===== src/rtl/fixed_point_subtract_sequencer.sv =====
// fixed_point_subtract_sequencer: word-serial wide subtract over an N-bit subtractor; FIXED_POINT_SUB_SEQ_SATURATE_EN adds result clamping
module fixed_point_subtract_sequencer #(
  parameter int N = 32,
  parameter int WORDS = 4
) (
  input  logic               clk,
  input  logic               rst,
  input  logic               in_valid,
  output logic               in_ready,
  input  logic [N*WORDS-1:0] in_a,
  input  logic [N*WORDS-1:0] in_b,
  input  logic               in_signed,
  output logic [N-1:0]       sub_a,
  output logic [N-1:0]       sub_b,
  output logic               sub_carry_in,
  input  logic [N-1:0]       sub_c,
  input  logic               sub_carry_out,
  output logic               out_valid,
  input  logic               out_ready,
  output logic [N*WORDS-1:0] out_c,
  output logic               out_borrow,
  output logic               out_overflow,
  output logic               busy
);
  localparam int W = N * WORDS;
  localparam int IW = $clog2(WORDS);
  typedef enum logic [1:0] {IDLE, RUN, DONE} state_t;
  state_t state, state_n;
  logic [WORDS-1:0][N-1:0] a_q, b_q, res_q;
  logic [IW-1:0] idx;
  logic carry, signed_q, last, run, done, accept, a_msb, b_msb, c_msb;
  assign last = idx == IW'(WORDS - 1);
  assign run = state == RUN;
  assign done = state == DONE;
  assign accept = in_ready && in_valid;
  assign a_msb = a_q[WORDS-1][N-1];
  assign b_msb = b_q[WORDS-1][N-1];
  assign c_msb = res_q[WORDS-1][N-1];
  // state register
  always_ff @(posedge clk)
    state <= rst ? IDLE : state_n;
  // next state and handshake/subtractor drive
  always_comb begin
    state_n = state == IDLE ? (in_valid ? RUN : IDLE) :
              state == RUN  ? (last ? DONE : RUN) :
                              (out_ready ? IDLE : DONE);
    in_ready = state == IDLE && !rst;
    sub_a = run ? a_q[idx] : '0;
    sub_b = run ? b_q[idx] : '0;
    sub_carry_in = run && carry;
  end
  // operand capture and LSB-first word accumulation with carry chaining
  always_ff @(posedge clk) begin
    if (rst) begin
      a_q <= '0;
      b_q <= '0;
      res_q <= '0;
      signed_q <= 1'b0;
      idx <= '0;
      carry <= 1'b1;
    end else if (accept) begin
      a_q <= in_a;
      b_q <= in_b;
      signed_q <= in_signed;
      idx <= '0;
      carry <= 1'b1;
    end else if (run) begin
      res_q[idx] <= sub_c;
      carry <= sub_carry_out;
      idx <= last ? '0 : idx + IW'(1);
    end
  end
  assign out_valid = done;
  assign busy = state != IDLE;
  assign out_borrow = done && !carry;
  assign out_overflow = done && signed_q && (a_msb != b_msb) && (c_msb != a_msb);
`ifdef FIXED_POINT_SUB_SEQ_SATURATE_EN
  assign out_c = out_overflow ? {a_msb, {(W-1){!a_msb}}} :
                 (out_borrow && !signed_q) ? '0 : res_q;
`else
  assign out_c = res_q;
`endif
endmodule


===== config.mk =====
export PLATFORM = sky130hd
export DESIGN_NAME = fixed_point_subtract_sequencer
export DESIGN_NICKNAME = d
export VERILOG_FILES = /design/src/rtl/fixed_point_subtract_sequencer.sv
export SDC_FILE = /design/constraint.sdc
export NUM_CORES = 1
export LEC_CHECK = 0
export CAP_MARGIN = 10
export CORE_AREA = 2 2 192 194
export DETAILED_ROUTE_END_ITERATION = 10
export DIE_AREA = 0 0 194 196
export PLACE_DENSITY_LB_ADDON = 0.1
export SYNTH_ARGS = -nofsm -noshare
export SYNTH_HDL_FRONTEND = slang
export SYNTH_SLANG_ARGS = --single-unit

===== constraint.sdc =====
create_clock -name clk -period 2.5 [get_ports clk]
set_clock_uncertainty 0.15 [all_clocks]
set_input_delay 0.5 -clock clk [delete_from_list [all_inputs] [get_ports clk]]
set_output_delay 0.5 -clock clk [all_outputs]
set_load 0.02 [all_outputs]

Routed clock nets over the placement:
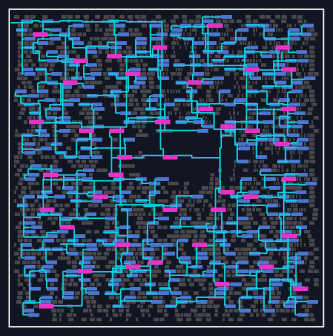
flip-flops -> blue  # count 390
cells driving clock nets -> magenta  # count 42
clock wires -> cyan  # length 4800 um
flops lie = spread over the die

Metal layers overlaid:
The bar under the picture is 50 um long. Only two layers are drawn.
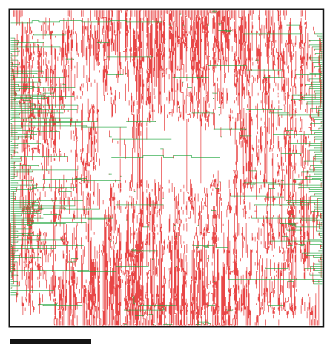
met2 -> red  # wire length 23.4 mm
met3 -> green  # wire length 3700 um

Placement by cell class:
Fill, decap, tap and diode cells in grey.
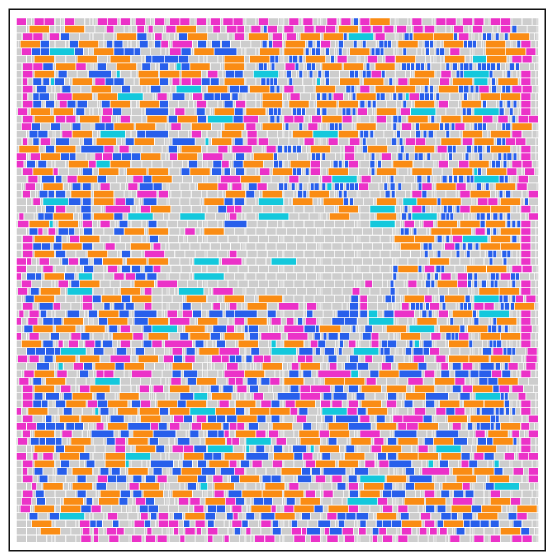
other buffers and delay cells -> magenta  # cells 573, share of their area 27%
all other logic -> blue  # cells 875, share of their area 30%
clock drivers and dummy loads -> cyan  # cells 74, share of their area 6.5%
flip-flops -> orange  # cells 390, share of their area 37%

Floorplan with the power grid:
The bar under the picture is 50 um long. Pins as bars on the die edge.
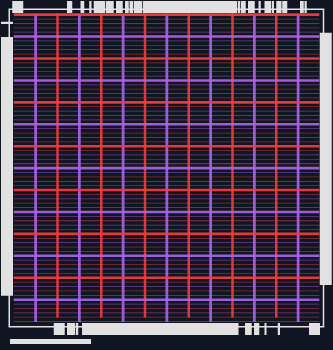
VDD -> red
VSS -> purple
met5 straps = 14
met1 rails = 71
signal pins = 492
rows = 70
met4 straps = 13

Clock nets:
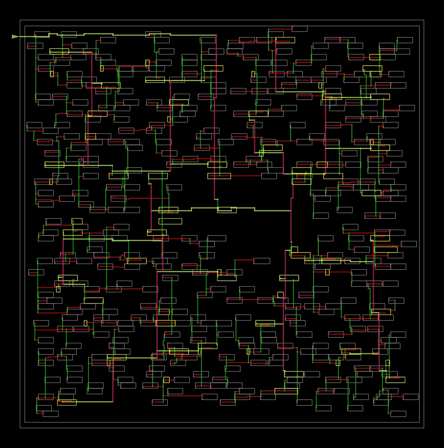
Flops: 390
Inserted Clock Buffers: 42
Num Clock Sinks: 390
clk latency late pin: 0.52 ns

what timing repair did:
item | CTS | global route
hold buffers | 0 | 0
resized | 314 | 95
setup buffers | 13 | 19
pin swaps | 1 | 13
setup endpoints to repair | 70 | 57
cloned | 4 | 1
routing by layer:
metal | share of wire | GRT usage | vias up | routed length (um)
met1 | 0.41 | 0.296 | 5999 | 19700
met2 | 0.48 | 0.401 | 421 | 23400
met5 | 0.0011 | 0 | - | 55
met3 | 0.076 | 0.0676 | 97 | 3700
li1 | - | - | 6037 | -
met4 | 0.032 | 0.0875 | 8 | 1570
power by group through the flow:
stage	clock [mW]	combinational, mW	sequential [mW]
after detailed placement	0	1.79	6.82
after global placement	0	1.78	6.82
after CTS	6.37	1.89	6.71
after global routing	6.63	2.08	6.76
after floorplan	0	0.849	6.84
final	6.22	1.97	6.73
==> flow_summary.ini <==
; flow metrics
[status]
status = finished with violations
violations = negative setup slack

[synthesis]
seq_area_frac_synth = 0.540
yosysMostFrequentCell = dfxtp_1
ys_sh_xor = 0
largest_area_cell = dfxtp_1
synthMuxAreaShare = 0.0913
ys_warn_count = 0
synthTopCellsByCount = dfxtp_1, nand2_1, a22o_1

[power_and_ir_drop]
intPower_mw = 11.4
leakagePower_nw = 8.05

[timing]
finalCriticalPeriod_ns = 2.55
fin_ws_ns = -0.0550
setup_viol = 17

[job]
maxCapViolCount = 0

[floorplanning]
fp.coreArea_um2 = 36100

[final_layout]
combAreaFraction = 0.289
dominant_cells = sequential cells
finalNetCount = 2180

[critical_path]
r2r_setup_slack_ns = 0.13
timing.critical_path.from = idx[0]$_SDFFE_PP0N_
critPathLaunchType = flop

[grt]
grt_max_degree = 84

[hold_path]
whs_path_depth = 2

[cts]
cts_htree_levels = 2
Power is estimated from default activity; no workload was simulated.
